**Logic cells by family**

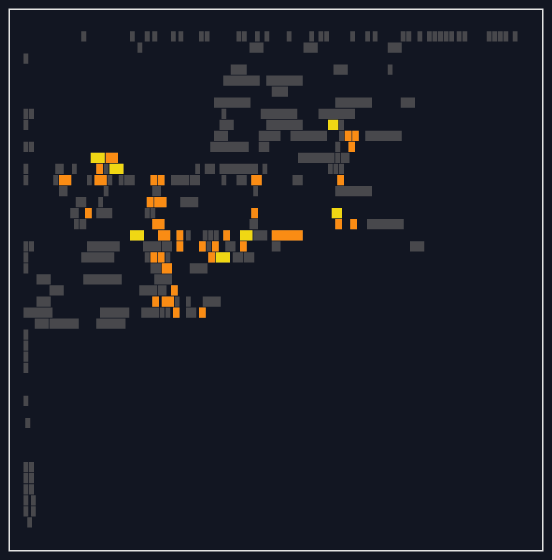
**Metal layers overlaid**

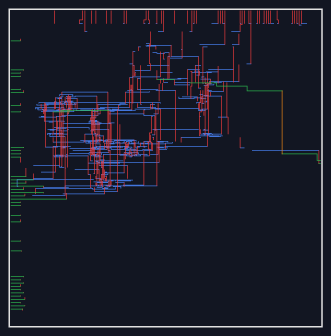
**Port wiring**

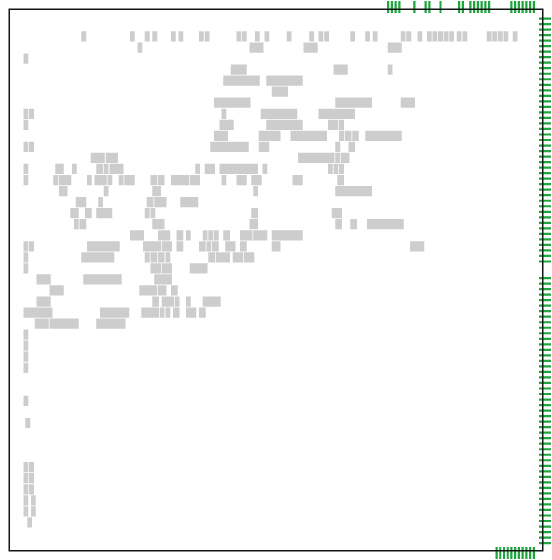
**Clock wires, drivers and flops**

Bar = 50 um.
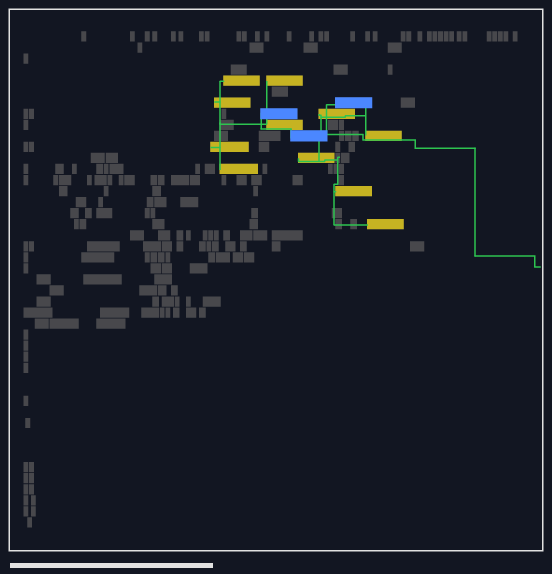
### src/rtl/wallace_mult_sched_pkg.sv
// Shared constants and state encoding for the shared-multiplier scheduler.
//   MULT_W : operand width of the shared multiplier
//   PROD_W : full product width
//   state_t: scheduler FSM states
package wallace_mult_sched_pkg;

    localparam int MULT_W = 32;
    localparam int PROD_W = 64;

    typedef enum logic [1:0] {
        ST_IDLE = 2'd0,
        ST_CALC = 2'd1,
        ST_DONE = 2'd2
    } state_t;

endpackage

### src/rtl/wallace_mult_sched_arb.sv
// Round-robin arbiter, purely combinational.
//   req_i     : request vector
//   ptr_i     : index of the last winner; the search starts just after it
//   gnt_o     : one-hot grant (all zeros when nothing requests)
//   gnt_idx_o : binary index of the granted requester
module rr_arbiter #(
    parameter int NREQ = 4,
    parameter int IDW  = 2
) (
    input  logic [NREQ-1:0] req_i,
    input  logic [IDW-1:0]  ptr_i,
    output logic [NREQ-1:0] gnt_o,
    output logic [IDW-1:0]  gnt_idx_o
);

    logic           found;
    logic [IDW-1:0] cand;

    always_comb begin
        gnt_o     = '0;
        gnt_idx_o = '0;
        found     = 1'b0;
        cand      = '0;
        // Offsets 1..NREQ visit every requester once, ending on ptr_i itself.
        for (int off = 1; off <= NREQ; off++) begin
            cand = IDW'((int'(ptr_i) + off) % NREQ);
            if (!found && req_i[cand]) begin
                found       = 1'b1;
                gnt_o[cand] = 1'b1;
                gnt_idx_o   = cand;
            end
        end
    end

endmodule

### src/rtl/wallace_mult_sched_tree.sv
// Combinational unsigned Wallace-tree multiplier.
//   a_i, b_i : MULT_W-bit unsigned operands
//   prod_o   : PROD_W-bit exact product
// Partial-product rows are reduced with layers of 3:2 carry-save compressors
// until two rows remain, then a single carry-propagate add finishes the job.
module wallace_tree
    import wallace_mult_sched_pkg::*;
(
    input  logic [MULT_W-1:0] a_i,
    input  logic [MULT_W-1:0] b_i,
    output logic [PROD_W-1:0] prod_o
);

    localparam int RW         = $clog2(MULT_W);
    // 32 rows shrink 32->22->15->10->7->5->4->3->2 in eight layers.
    localparam int RED_LEVELS = 8;

    logic [PROD_W-1:0] rows [MULT_W];
    logic [PROD_W-1:0] nxt  [MULT_W];
    logic [PROD_W-1:0] x, y, z;
    int                n, m;

    always_comb begin
        x = '0;
        y = '0;
        z = '0;
        n = MULT_W;
        m = 0;
        for (int i = 0; i < MULT_W; i++) begin
            // Zero-extend the multiplicand into a full-width row before shifting.
            rows[RW'(i)] = b_i[RW'(i)] ? (PROD_W'(a_i) << i) : '0;
            nxt[RW'(i)]  = '0;
        end
        for (int lvl = 0; lvl < RED_LEVELS; lvl++) begin
            m = 0;
            for (int k = 0; k < MULT_W; k++) begin
                nxt[RW'(k)] = '0;
            end
            for (int k = 0; k < MULT_W / 3; k++) begin
                if (3 * k + 2 < n) begin
                    x = rows[RW'(3 * k)];
                    y = rows[RW'(3 * k + 1)];
                    z = rows[RW'(3 * k + 2)];
                    nxt[RW'(m)]     = x ^ y ^ z;
                    // Carry out of bit 63 is dropped: the product fits in 64 bits.
                    nxt[RW'(m + 1)] = ((x & y) | (x & z) | (y & z)) << 1;
                    m = m + 2;
                end
            end
            // Rows that do not form a full triple pass straight to the next layer.
            for (int k = 0; k < MULT_W; k++) begin
                if (k >= (n / 3) * 3 && k < n) begin
                    nxt[RW'(m)] = rows[RW'(k)];
                    m = m + 1;
                end
            end
            for (int k = 0; k < MULT_W; k++) begin
                rows[RW'(k)] = nxt[RW'(k)];
            end
            n = m;
        end
        prod_o = rows[0] + rows[1];
    end

endmodule

### src/rtl/wallace_mult_sched.sv
// Shares one combinational 32x32 Wallace multiplier among NREQ requesters.
//   clk, rst   : clock (rising edge), asynchronous active-high reset
//   req_valid  : per-requester operand valid
//   req_ready  : one-hot combinational grant
//   req_a/b    : packed operands, requester i on [32*i +: 32]
//   resp_valid : registered product-available flag
//   resp_ready : consumer accepts the product
//   resp_id    : requester that owns resp_prod
//   resp_prod  : full 64-bit product
//   busy       : high whenever the scheduler is not idle
// One multiply is in flight at a time. Operands are registered in front of
// the multiplier and the tree is given LAT cycles to settle before capture.
module wallace_mult_sched
    import wallace_mult_sched_pkg::*;
#(
    parameter int NREQ = 4,
    parameter int LAT  = 2,
    parameter int IDW  = $clog2(NREQ)
) (
    input  logic                   clk,
    input  logic                   rst,
    input  logic [NREQ-1:0]        req_valid,
    output logic [NREQ-1:0]        req_ready,
    input  logic [NREQ*MULT_W-1:0] req_a,
    input  logic [NREQ*MULT_W-1:0] req_b,
    output logic                   resp_valid,
    input  logic                   resp_ready,
    output logic [IDW-1:0]         resp_id,
    output logic [PROD_W-1:0]      resp_prod,
    output logic                   busy
);

    localparam int CW = (LAT > 1) ? $clog2(LAT) : 1;

    state_t              state_q, state_d;
    logic [IDW-1:0]      rr_ptr_q, rr_ptr_d;
    logic [CW-1:0]       cnt_q, cnt_d;
    logic [MULT_W-1:0]   op_a_q, op_a_d;
    logic [MULT_W-1:0]   op_b_q, op_b_d;
    logic [IDW-1:0]      tag_q, tag_d;
    logic                resp_valid_q, resp_valid_d;
    logic [IDW-1:0]      resp_id_q, resp_id_d;
    logic [PROD_W-1:0]   resp_prod_q, resp_prod_d;
    logic                busy_q;

    logic [NREQ-1:0]     arb_gnt;
    logic [IDW-1:0]      arb_idx;
    logic                grant_win;
    logic                take;
    logic [PROD_W-1:0]   mult_out;

    rr_arbiter #(
        .NREQ (NREQ),
        .IDW  (IDW)
    ) u_arb (
        .req_i     (req_valid),
        .ptr_i     (rr_ptr_q),
        .gnt_o     (arb_gnt),
        .gnt_idx_o (arb_idx)
    );

    wallace_tree u_mult (
        .a_i    (op_a_q),
        .b_i    (op_b_q),
        .prod_o (mult_out)
    );

    // A new request may be taken when idle, or when the held response is
    // retiring this very cycle.
    assign grant_win = (state_q == ST_IDLE) || ((state_q == ST_DONE) && resp_ready);
    assign req_ready = grant_win ? arb_gnt : '0;
    assign take      = |req_ready;

    always_comb begin
        state_d      = state_q;
        rr_ptr_d     = rr_ptr_q;
        cnt_d        = cnt_q;
        op_a_d       = op_a_q;
        op_b_d       = op_b_q;
        tag_d        = tag_q;
        resp_valid_d = resp_valid_q;
        resp_id_d    = resp_id_q;
        resp_prod_d  = resp_prod_q;

        case (state_q)
            ST_IDLE: ;
            ST_CALC: begin
                if (cnt_q == '0) begin
                    resp_prod_d  = mult_out;
                    resp_id_d    = tag_q;
                    resp_valid_d = 1'b1;
                    state_d      = ST_DONE;
                end else begin
                    cnt_d = cnt_q - 1'b1;
                end
            end
            ST_DONE: begin
                if (resp_ready) begin
                    resp_valid_d = 1'b0;
                    state_d      = ST_IDLE;
                end
            end
            default: state_d = ST_IDLE;
        endcase

        // Grant overrides the IDLE/DONE outcome above.
        if (take) begin
            op_a_d   = req_a[int'(arb_idx) * MULT_W +: MULT_W];
            op_b_d   = req_b[int'(arb_idx) * MULT_W +: MULT_W];
            tag_d    = arb_idx;
            rr_ptr_d = arb_idx;
            cnt_d    = CW'(LAT - 1);
            state_d  = ST_CALC;
        end
    end

    always_ff @(posedge clk or posedge rst) begin
        if (rst) begin
            state_q      <= ST_IDLE;
            rr_ptr_q     <= IDW'(NREQ - 1);
            cnt_q        <= '0;
            op_a_q       <= '0;
            op_b_q       <= '0;
            tag_q        <= '0;
            resp_valid_q <= 1'b0;
            resp_id_q    <= '0;
            resp_prod_q  <= '0;
            busy_q       <= 1'b0;
        end else begin
            state_q      <= state_d;
            rr_ptr_q     <= rr_ptr_d;
            cnt_q        <= cnt_d;
            op_a_q       <= op_a_d;
            op_b_q       <= op_b_d;
            tag_q        <= tag_d;
            resp_valid_q <= resp_valid_d;
            resp_id_q    <= resp_id_d;
            resp_prod_q  <= resp_prod_d;
            busy_q       <= (state_d != ST_IDLE);
        end
    end

    assign resp_valid = resp_valid_q;
    assign resp_id    = resp_id_q;
    assign resp_prod  = resp_prod_q;
    assign busy       = busy_q;

endmodule

### config.mk
export PLATFORM = sky130hd
export DESIGN_NAME = wallace_mult_sched
export DESIGN_NICKNAME = d
export VERILOG_FILES = /design/src/rtl/wallace_mult_sched_pkg.sv /design/src/rtl/wallace_mult_sched_arb.sv /design/src/rtl/wallace_mult_sched_tree.sv /design/src/rtl/wallace_mult_sched.sv
export SDC_FILE = /design/constraint.sdc
export NUM_CORES = 1
export LEC_CHECK = 0
export CAP_MARGIN = 0
export CORE_AREA = 3 3 128 130
export DETAILED_ROUTE_END_ITERATION = 7
export DIE_AREA = 0 0 131 133
export PLACE_DENSITY_LB_ADDON = 0.2
export SLEW_MARGIN = 5
export SYNTH_ARGS = -nofsm -noshare
export SYNTH_HDL_FRONTEND = slang
export SYNTH_SLANG_ARGS = --single-unit
### constraint.sdc
create_clock -name clk -period 3.5 [get_ports clk]
set_input_delay 0.35 -clock clk [delete_from_list [all_inputs] [get_ports clk]]
set_output_delay 0.35 -clock clk [all_outputs]
set_load 0.05 [all_outputs]
==> run notes <==
Results of the implementation run.

In this run the cell area of the synthesized design comes to 0.00151 sq mm. The post-route cell area is about 0.0019 sq mm. The insertion delay to the later sink of the worst-skew pair is 0.24 ns.

The overall power of the completed layout came out at between 1500 and 2000 uW. The timing-limited maximum frequency came out at 0.320 GHz. The mux cell area share after synthesis came out at 9.26%. The dominant power group in this design is combinational logic. The flip-flop and latch power came out at 247 uW. Yosys attributes the largest share of cell area to sky130_fd_sc_hd__buf_4 (32%), sky130_fd_sc_hd__dfrtp_1 (15%), sky130_fd_sc_hd__ha_1 (6.6%), sky130_fd_sc_hd__a21oi_1 (4.6%), sky130_fd_sc_hd__nand2_1 (4.0%). The met2 track utilization from global routing came out at 5.53%. The top cell type by area accounts for 31.8% of the synthesized area. The flow ran to the end, and the final reports show no timing, DRC or antenna violations.

The final weighted congestion of routability-driven global placement is 0.703. The relative area change from synthesis to final layout came out at 22.8%. STA classifies the critical path startpoint as a flip-flop. Of the available clock period, the critical path in the final layout requires 89.2%. The final period demand of the worst path is ~3.1 ns. Once placement completed, the tool counted placed cells totaling 416. The number of iterations in the first detailed-routing pass is 4.

The fraction of layout cells with a size suffix above 1 is 13.9%. The deepest clock path buffer count came out at 2. The final antenna diode tally reported by the flow is 0.

Power spread over the standard cell area amounts to between 1000 and 1500 mW/mm^2. The arrival time of data at the worst endpoint is listed as 2.77 ns. The worst reg-to-reg path cell count came out at 9.

The critical path's slowest stage uses the library cell sky130_fd_sc_hd__dfstp_2. The combinational family with the most area after synthesis is buffers and inverters. The number of enable-type register cells in the synthesized netlist came out at 0.

The wire length on met2 came out at 1.55 mm. Per the OpenROAD power report, leakage power amounts to 0.000838 uW. In the finished design the tool counted flip-flops and latches totalling 11. The beginning of the worst register-to-register path is rr_ptr_q[1]. The half-perimeter wire length of the detailed placement result came out at 2.84 mm.
Back to the opening pictures, 'logic cells by family':
colour	family	cells	most used
yellow	non-inverting ao/oa cells	7	a21o_1
orange	aoi and oai cells	35	a21oi_1
number of standard cells in the final layout excluding fillers: 420
share of the final layout cell area in multi-input gates: 49.6%

Back to the opening pictures, 'metal layers overlaid':
colour	layer	wire length
blue	M1	1,590 um
orange	M4	26.5 um
green	M3	306 um
red	M2	1,550 um
GR Util All Layers: 3.80%
vias: 1,121
final wirelength: 3.47 mm

Back to the opening pictures, 'port wiring':
colour	port	bits	direction	end cells
green	req_b	128	input	0
I/O pin count: 335
number of port buffers: 14

Back to the opening pictures, 'clock wires, drivers and flops':
[green] clock wires | length: 246 um
[yellow] flip-flops | count: 11
[blue] clock-net drivers | count: 3
routed clock nets	4
clock group total power: 207 uW
clock share of power: 10.4%
Layout Skew: 0.00373 ns

No activity file was given, so power comes from the tool's default toggle rates.
